==> src/rtl/utf8_stream_if.sv <==
// Byte-in / code-point-out stream bundle for the UTF-8 decoder.
// The decoder sits on the slave side; the byte source and the character consumer sit on the
// master side.
interface utf8_stream_if #(
  parameter int unsigned DEPTH = 4
) ();
  localparam int unsigned LvlW = $clog2(DEPTH) + 1;

  logic [7:0]      in_data;
  logic            in_valid;
  logic            in_ready;
  logic            in_eof;
  logic [20:0]     out_cp;
  logic [3:0]      out_err;
  logic            out_valid;
  logic            out_ready;
  logic [LvlW-1:0] level;
  logic            busy;

  modport slave (
    input  in_data, in_valid, in_eof, out_ready,
    output in_ready, out_cp, out_err, out_valid, level, busy
  );

  modport master (
    output in_data, in_valid, in_eof, out_ready,
    input  in_ready, out_cp, out_err, out_valid, level, busy
  );
endinterface

==> src/rtl/utf8_stream_decoder.sv <==
// Streaming UTF-8 to code-point decoder with a first-word fall-through output FIFO.
// Error record bits are {truncated, nonuni, overlong, invalid}.
module utf8_stream_decoder #(
  parameter int unsigned DEPTH     = 4,
  parameter bit          CHK_RANGE = 1'b1,
  parameter bit          REPLACE   = 1'b0
) (
  input logic          clk,
  input logic          rst_n,
  utf8_stream_if.slave bus
);
  localparam int unsigned PtrW = $clog2(DEPTH);
  localparam int unsigned LvlW = PtrW + 1;

  localparam logic [3:0] ErrTrunc    = 4'b1000;
  localparam logic [3:0] ErrNonuni   = 4'b0100;
  localparam logic [3:0] ErrOverlong = 4'b0010;
  localparam logic [3:0] ErrInvalid  = 4'b0001;

  typedef enum logic {StIdle, StCont} state_e;

  state_e          state_q, state_d;
  logic [14:0]     acc_q, acc_d;
  logic [1:0]      need_q, need_d;
  logic [2:0]      len_q, len_d;
  logic            replay_q, replay_d;
  logic [7:0]      rbyte_q, rbyte_d;
  logic [PtrW-1:0] wptr_q, wptr_d, rptr_q, rptr_d;
  logic [LvlW-1:0] level_q, level_d;
  logic [24:0]     mem_q [DEPTH];

  logic        space, accept, eof_take, replay_go, lead_go, cont_go;
  logic        push, pop, ovl, nonuni;
  logic [7:0]  cur_byte;
  logic [20:0] full_v, push_cp, rec_cp;
  logic [3:0]  push_err;

  // Handshake, byte decode and next-state; a replayed byte is treated exactly like a lead byte.
  always_comb begin
    space        = level_q < LvlW'(DEPTH);
    bus.in_ready = rst_n & ~replay_q & space;
    accept       = bus.in_valid & bus.in_ready;
    eof_take     = ~bus.in_valid & bus.in_ready & bus.in_eof;
    replay_go    = replay_q & space;
    cur_byte     = replay_q ? rbyte_q : bus.in_data;
    lead_go      = replay_go | (accept & (state_q == StIdle));
    cont_go      = accept & (state_q == StCont);
    full_v       = {acc_q, cur_byte[5:0]};

    ovl = 1'b0;
    case (len_q)
      3'd2:    ovl = full_v < 21'h80;
      3'd3:    ovl = full_v < 21'h800;
      default: ovl = full_v < 21'h10000;
    endcase
    nonuni = ((full_v >= 21'hD800) && (full_v <= 21'hDFFF)) ||
             (CHK_RANGE && (full_v > 21'h10FFFF));

    state_d  = state_q;
    acc_d    = acc_q;
    need_d   = need_q;
    len_d    = len_q;
    replay_d = replay_q;
    rbyte_d  = rbyte_q;
    push     = 1'b0;
    push_cp  = '0;
    push_err = '0;

    if (lead_go) begin
      replay_d = 1'b0;
      if (!cur_byte[7]) begin
        push    = 1'b1;
        push_cp = {13'd0, cur_byte};
      end else if (cur_byte[7:5] == 3'b110) begin
        acc_d   = {10'd0, cur_byte[4:0]};
        need_d  = 2'd1;
        len_d   = 3'd2;
        state_d = StCont;
      end else if (cur_byte[7:4] == 4'b1110) begin
        acc_d   = {11'd0, cur_byte[3:0]};
        need_d  = 2'd2;
        len_d   = 3'd3;
        state_d = StCont;
      end else if (cur_byte[7:3] == 5'b11110) begin
        acc_d   = {12'd0, cur_byte[2:0]};
        need_d  = 2'd3;
        len_d   = 3'd4;
        state_d = StCont;
      end else begin
        push     = 1'b1;
        push_cp  = {13'd0, cur_byte};
        push_err = ErrInvalid;
      end
    end else if (cont_go) begin
      if (cur_byte[7:6] == 2'b10) begin
        acc_d  = full_v[14:0];
        need_d = need_q - 2'd1;
        if (need_q == 2'd1) begin
          push     = 1'b1;
          push_cp  = full_v;
          push_err = (ovl ? ErrOverlong : 4'b0) | (nonuni ? ErrNonuni : 4'b0);
          state_d  = StIdle;
        end
      end else begin
        // The truncation record takes this cycle's push; the byte is re-decoded next cycle.
        push     = 1'b1;
        push_err = ErrTrunc;
        replay_d = 1'b1;
        rbyte_d  = cur_byte;
        state_d  = StIdle;
      end
    end else if (eof_take && (state_q == StCont)) begin
      push     = 1'b1;
      push_err = ErrTrunc;
      state_d  = StIdle;
    end

    rec_cp = (REPLACE && (push_err != 4'b0)) ? 21'h00FFFD : push_cp;

    pop    = (level_q != '0) & bus.out_ready;
    wptr_d = push ? wptr_q + PtrW'(1) : wptr_q;
    rptr_d = pop ? rptr_q + PtrW'(1) : rptr_q;
    if (push && !pop) begin
      level_d = level_q + LvlW'(1);
    end else if (pop && !push) begin
      level_d = level_q - LvlW'(1);
    end else begin
      level_d = level_q;
    end
  end

  // FIFO head and status outputs; the head is masked to zero while empty.
  always_comb begin
    bus.out_valid = level_q != '0;
    bus.out_cp    = bus.out_valid ? mem_q[rptr_q][20:0] : '0;
    bus.out_err   = bus.out_valid ? mem_q[rptr_q][24:21] : '0;
    bus.level     = level_q;
    bus.busy      = (state_q == StCont) | replay_q;
  end

  // Control state with synchronous active-low reset.
  always_ff @(posedge clk) begin
    if (!rst_n) begin
      state_q  <= StIdle;
      acc_q    <= '0;
      need_q   <= '0;
      len_q    <= '0;
      replay_q <= 1'b0;
      rbyte_q  <= '0;
      wptr_q   <= '0;
      rptr_q   <= '0;
      level_q  <= '0;
    end else begin
      state_q  <= state_d;
      acc_q    <= acc_d;
      need_q   <= need_d;
      len_q    <= len_d;
      replay_q <= replay_d;
      rbyte_q  <= rbyte_d;
      wptr_q   <= wptr_d;
      rptr_q   <= rptr_d;
      level_q  <= level_d;
    end
  end

  // FIFO storage; contents are don't-care until the level says otherwise.
  always_ff @(posedge clk) begin
    if (rst_n && push) begin
      mem_q[wptr_q] <= {push_err, rec_cp};
    end
  end
endmodule

==> src/flat_wrapper.sv <==
// flat-port wrapper written by rule: the top's interface ports become plain ports
module utf8_stream_decoder_flat 
#(
  parameter int unsigned DEPTH     = 4,
  parameter bit          CHK_RANGE = 1'b1,
  parameter bit          REPLACE   = 1'b0
)
  (clk, rst_n, bus_in_data, bus_in_valid, bus_in_eof, bus_out_ready, bus_in_ready, bus_out_cp, bus_out_err, bus_out_valid, bus_level, bus_busy);
  utf8_stream_if #(.DEPTH(DEPTH)) bus_i ();
  input logic clk;
  input logic rst_n;
  input wire logic [$bits(bus_i.in_data)-1:0] bus_in_data;
  input wire logic [$bits(bus_i.in_valid)-1:0] bus_in_valid;
  input wire logic [$bits(bus_i.in_eof)-1:0] bus_in_eof;
  input wire logic [$bits(bus_i.out_ready)-1:0] bus_out_ready;
  output wire logic [$bits(bus_i.in_ready)-1:0] bus_in_ready;
  output wire logic [$bits(bus_i.out_cp)-1:0] bus_out_cp;
  output wire logic [$bits(bus_i.out_err)-1:0] bus_out_err;
  output wire logic [$bits(bus_i.out_valid)-1:0] bus_out_valid;
  output wire logic [$bits(bus_i.level)-1:0] bus_level;
  output wire logic [$bits(bus_i.busy)-1:0] bus_busy;
  assign bus_i.in_data = bus_in_data;
  assign bus_i.in_valid = bus_in_valid;
  assign bus_i.in_eof = bus_in_eof;
  assign bus_i.out_ready = bus_out_ready;
  assign bus_in_ready = bus_i.in_ready;
  assign bus_out_cp = bus_i.out_cp;
  assign bus_out_err = bus_i.out_err;
  assign bus_out_valid = bus_i.out_valid;
  assign bus_level = bus_i.level;
  assign bus_busy = bus_i.busy;
  utf8_stream_decoder #(.DEPTH(DEPTH), .CHK_RANGE(CHK_RANGE), .REPLACE(REPLACE)) u_core (.clk(clk), .rst_n(rst_n), .bus(bus_i));
endmodule
==> config.mk <==
export PLATFORM = sky130hd
export DESIGN_NAME = utf8_stream_decoder_flat
export DESIGN_NICKNAME = d
export VERILOG_FILES = /design/src/rtl/utf8_stream_if.sv /design/src/rtl/utf8_stream_decoder.sv /design/src/flat_wrapper.sv
export SDC_FILE = /design/constraint.sdc
export NUM_CORES = 1
export LEC_CHECK = 0
export ABC_CLOCK_PERIOD_IN_PS = 3500
export CORE_MARGIN = 5
export CORE_UTILIZATION = 45
export DETAILED_ROUTE_END_ITERATION = 7
export PLACE_DENSITY = 0.62
export SLEW_MARGIN = 0
export SYNTH_ARGS = -nofsm -noshare
export SYNTH_HDL_FRONTEND = slang
export SYNTH_SLANG_ARGS = --single-unit
==> constraint.sdc <==
create_clock -name clk -period 3.5 [get_ports clk]
set_input_delay 1.05 -clock clk [delete_from_list [all_inputs] [get_ports clk]]
set_output_delay 1.05 -clock clk [all_outputs]
set_load 0.02 [all_outputs]
==> summary.txt, run 1 <==
Results of the flow run.

Counting flops per register, the top entry is u_core.mem_q. Synthesis instantiated around 57 different standard cells from the library. The placement stage leaves a total instance area of 6750 sq um. The data required time of the worst path stands at around 2500 ps.

The number of cells on the worst reg-to-reg path stands at 9. The cell count listed in synth_stat.txt stands at ~430. Max-slew check failures listed in the final report amount to 0.

In this run, the clock network consumes 36.6% of the power. The reported max-cap violation count stands at 0. In the final layout, excluding clock inverters the inverter count is 8. Per the synth stats, the flop cell with the highest instance count is edfxtp_1. The setup slack of the worst register-to-register path stands at a little over 800 ps. The global-route congestion overflow total stands at 0. Counting tap cells, the placed design contains a total of around 640 instances.

The logic share of the area stands at around 29%. Grouping stages by cell kind, the critical path spends the most delay in buffers and inverters. The maximum number of pins on one net before global-route repair stands at between 40 and 50.

The run finished with clean final reports. Counting only logic cells after layout, the most numerous master is edfxtp_1. The first global-routing pass estimated around 19000 um of wire.

The ratio of cells with drive above 1 in the final layout stands at a little under a fifth. edfxtp_1 takes more of the synthesized area than any other cell. In this run the layout overhead on the synthesized area is reported as 21.6%. The largest fanout on the critical path stands at 25. Per the post-run analysis, buffers plus inverters along the critical path come to 2. Per the GRT log, the top usage layer is met2.
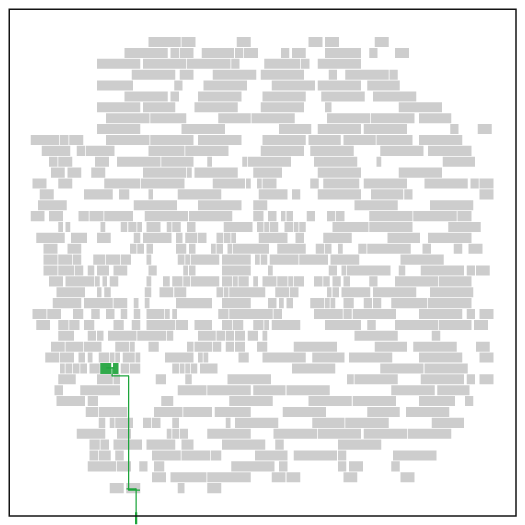
run_1/io_fan.png
Scale: 4 px per um.
legend:
  `bus_in_eof`:
    color: green
    direction: input
    end_cells: 2
    buffers: 1
    wire: 47.9 um
tally of buffers added on design ports: 43
I/O pin count: 44

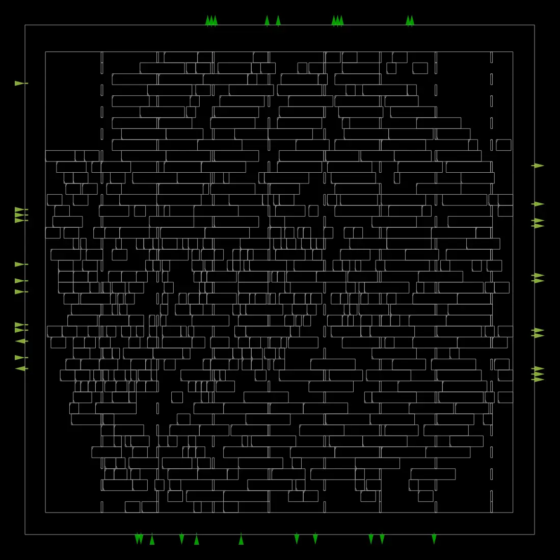
run_1/placement.png
number of rows in the core area: 42
count of fill cells added during filler insertion: 1113

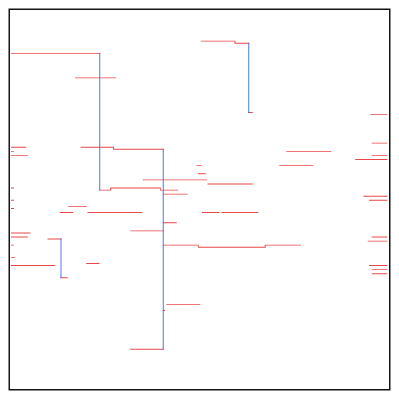
run_1/wires.png
Scale: 3 px per um. Two of the layers only.
legend:
  metal 4:
    color: blue
    wire_length: 148 um
  metal 3:
    color: red
    wire_length: 436 um
GRT Total Usage: 15.6%
DR WL/cell: 17.4 um
total length of routed wires: 11700 um
count of vias placed by the detailed router: 3596

run_1/metal_density.png
Scale: 3 px per um. The die is cut into 25 by 25 equal tiles; dark blue is low, red is high, scaled to the fullest tile. Values are wire area over tile area, all layers added.
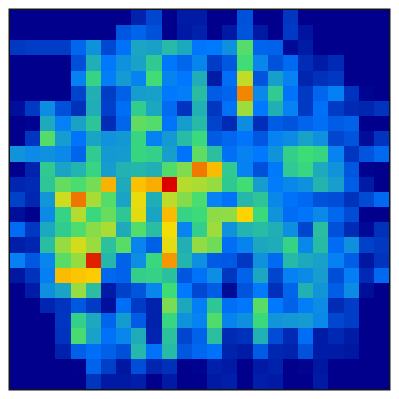

==> run 2, diff against run 1 <==
--- a/config.mk
+++ b/config.mk
@@ -10,6 +10,7 @@
 export CORE_UTILIZATION = 45
 export DETAILED_ROUTE_END_ITERATION = 7
 export PLACE_DENSITY = 0.62
+export REMOVE_ABC_BUFFERS = 1
 export SLEW_MARGIN = 0
 export SYNTH_ARGS = -nofsm -noshare
 export SYNTH_HDL_FRONTEND = slang
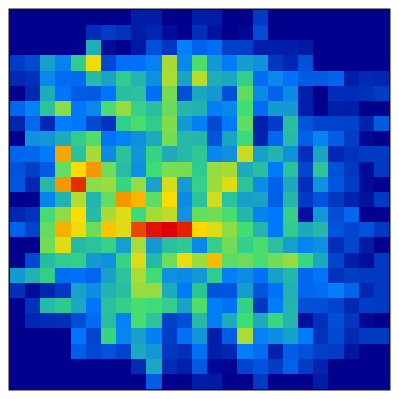
run_2/metal_density.png
Scale: 3 px per um. The die is cut into 25 by 25 equal tiles; dark blue is low, red is high, scaled to the fullest tile. Values are wire area over tile area, all layers added.
nearly empty tiles: 19%
tiles over half the peak: 15%
densest ninth of the die: middle
fullest tile: 0.44
emptiest ninth of the die: top right
GRT Total Usage: 15.2%
count of vias placed by the detailed router: 3621
total length of routed wires: 11600 um
DR WL/cell: 17.3 um

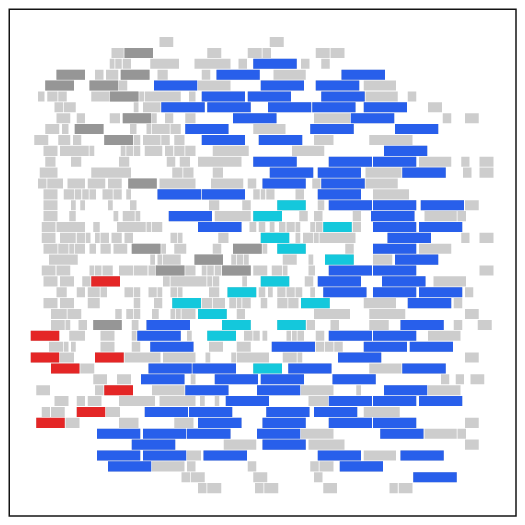
run_2/flops_by_reg.png
Scale: 4 px per um. Other sequential cells in the stronger gray, the rest of the logic in the fainter gray.
legend:
  `u_core.mem_q`:
    color: blue
    placed_flops: 100
  `u_core.rbyte_q`:
    color: red
    placed_flops: 8
  `u_core.acc_q`:
    color: cyan
    placed_flops: 15
    where: middle
flip-flop and latch share of the layout cell area: 51.6%
Register Area: 3780 sq um
final core occ: 55.4%
power of the sequential group: 1.94 mW

==> run 2 against run 1 <==
  * Sequential power hardly changed
  * Cell count is 0.30% lower
  * Sequential share of layout area is 0.47 points higher
  * Non-clock buffer count is 2 lower
  * Cell area is 0.91% lower
  * First-iteration DRC count is 51% higher
  * Critical endpoint is now bus_out_cp[6]
  * Largest power group is now registers
==> summary.txt, run 2 <==
Results of the flow run.

The cell count listed in synth_stat.txt stands at 429 (unchanged). The number of distinct library cells after synthesis came to 57 (unchanged). The number of core rows stands at 42 (unchanged). The share of the synthesized area in the top cell type came to 49.3% (unchanged).

The ratio of cells with drive above 1 in the final layout stands at 18.3% (was 18.9%). The data required time of the worst path stands at 2450 ps (about the same). The number of tapcells is 176 (unchanged). The areal power density over the cells stands at 708 nW/um^2 (was 727 nW/um^2).

The most utilized layer in the global route result was met2 (unchanged). The logic share of the area stands at 28.8% (was 28.6%). The setup slack of the worst register-to-register path stands at 550 ps (was 830 ps). The family with the most delay on the worst path is buffers and inverters (unchanged). The global-route wire length before repair came to 18900 um (was 19200 um). The largest fanout on the critical path is 25 (unchanged). The count of buffering cells on the critical path with inverters included came to 2 (unchanged). The synthesis-to-finish area growth was 20.5% (was 21.6%). The number of I/O port buffers was 43 (unchanged). The cell taking the most area after synthesis was edfxtp_1 (unchanged). The number of cells on the worst reg-to-reg path stands at 10 (was 9). The dominant synthesized flop cell is edfxtp_1 (unchanged). The count of final max-slew check failures stands at 0 (unchanged). Outcome: completed (unchanged).

The most flop-heavy register is u_core.mem_q (unchanged). The maximum number of pins on one net before global-route repair stands at 48 (was 45). The number of top-level pins stands at 44 (unchanged). The non-clock inverter instance count of the final layout was 8 (unchanged). The number of fill cells is 1113 (unchanged). The global-route congestion overflow total is 0 (unchanged). The total cell area at the placement stage was 6740 sq um (was 6750 sq um). The number of cells in the design after placement stands at 640 (was 642).
==> run 3, diff against run 2 <==
--- a/config.mk
+++ b/config.mk
@@ -5,6 +5,7 @@
 export SDC_FILE = /design/constraint.sdc
 export NUM_CORES = 1
 export LEC_CHECK = 0
+export ABC_AREA = 0
 export ABC_CLOCK_PERIOD_IN_PS = 3500
 export CORE_MARGIN = 5
 export CORE_UTILIZATION = 45
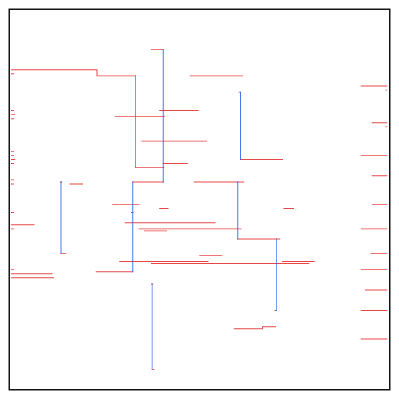
run_3/wires.png
Scale: 3 px per um. Two of the layers only.

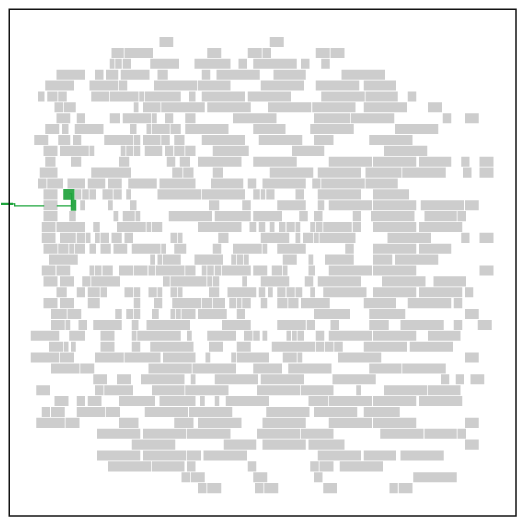
run_3/io_fan.png
Scale: 4 px per um.

==> run 3 against run 2 <==
  * Synthesized area did not move
  * Cell area did not move
  * Critical path depth did not move
  * Sequential share of layout area did not move
  * First-iteration DRC count did not move
  * Die size did not move
  * Highest routed layer unchanged
==> summary.txt, run 3 <==
Results of the flow run.

Outcome: completed (unchanged). The non-clock inverter instance count of the final layout came to 8 (unchanged). The family with the most delay on the worst path was buffers and inverters (unchanged). The global-route wire length before repair is 18900 um (unchanged).

The terminating pin of the worst hold path is u_core.len_q[2]$_SDFFE_PN0P_ (unchanged). The share of the synthesized area in the top cell type came to 49.3% (unchanged). The largest fanout on the critical path was 25 (unchanged). The synthesis-to-finish area growth is 20.5% (unchanged). The dominant synthesized flop cell is edfxtp_1 (unchanged).

The final wirelength was 11600 um (unchanged). The number of core rows stands at 42 (unchanged). The global routing met1 resource utilization stands at 20.0% (unchanged).

The data required time of the worst path stands at 2450 ps (about the same). The total cell area at the placement stage stands at 6740 sq um (unchanged). The most flop-heavy register was u_core.mem_q (unchanged). The setup slack of the worst register-to-register path stands at 550 ps (about the same). The routed length per placed instance is 17.3 um (unchanged). The maximum number of pins on one net before global-route repair stands at 48 (unchanged).

The ratio of cells with drive above 1 in the final layout stands at 18.3% (unchanged). The count of buffering cells on the critical path with inverters included stands at 2 (unchanged). The number of fill cells stands at 1113 (unchanged).

The areal power density over the cells stands at 708 nW/um^2 (unchanged). The global-route congestion overflow total stands at 0 (unchanged). The most utilized layer in the global route result is met2 (unchanged).

The area of all sequential standard cells stands at 3780 sq um (unchanged). The power of the sequential group is 1.94 mW (about the same). The power share of the clock group stands at 34.3% (about the same). The count of final max-slew check failures came to 0 (unchanged). The post-CTS repair timing setup buffer count stands at 0 (unchanged). The number of top-level pins stands at 44 (unchanged). The total routing resource utilization after global routing stands at 15.2% (unchanged). The most frequent logic cell in the layout is edfxtp_1 (unchanged). The cell taking the most area after synthesis was edfxtp_1 (unchanged). The total via count in the routed design came to 3621 (unchanged). The number of distinct library cells after synthesis stands at 57 (unchanged). The number of cells on the worst reg-to-reg path stands at 10 (unchanged).

The fraction of area in registers stands at 51.6% (unchanged).
Power figures rest on the tool's default switching activity, not on a simulated workload.
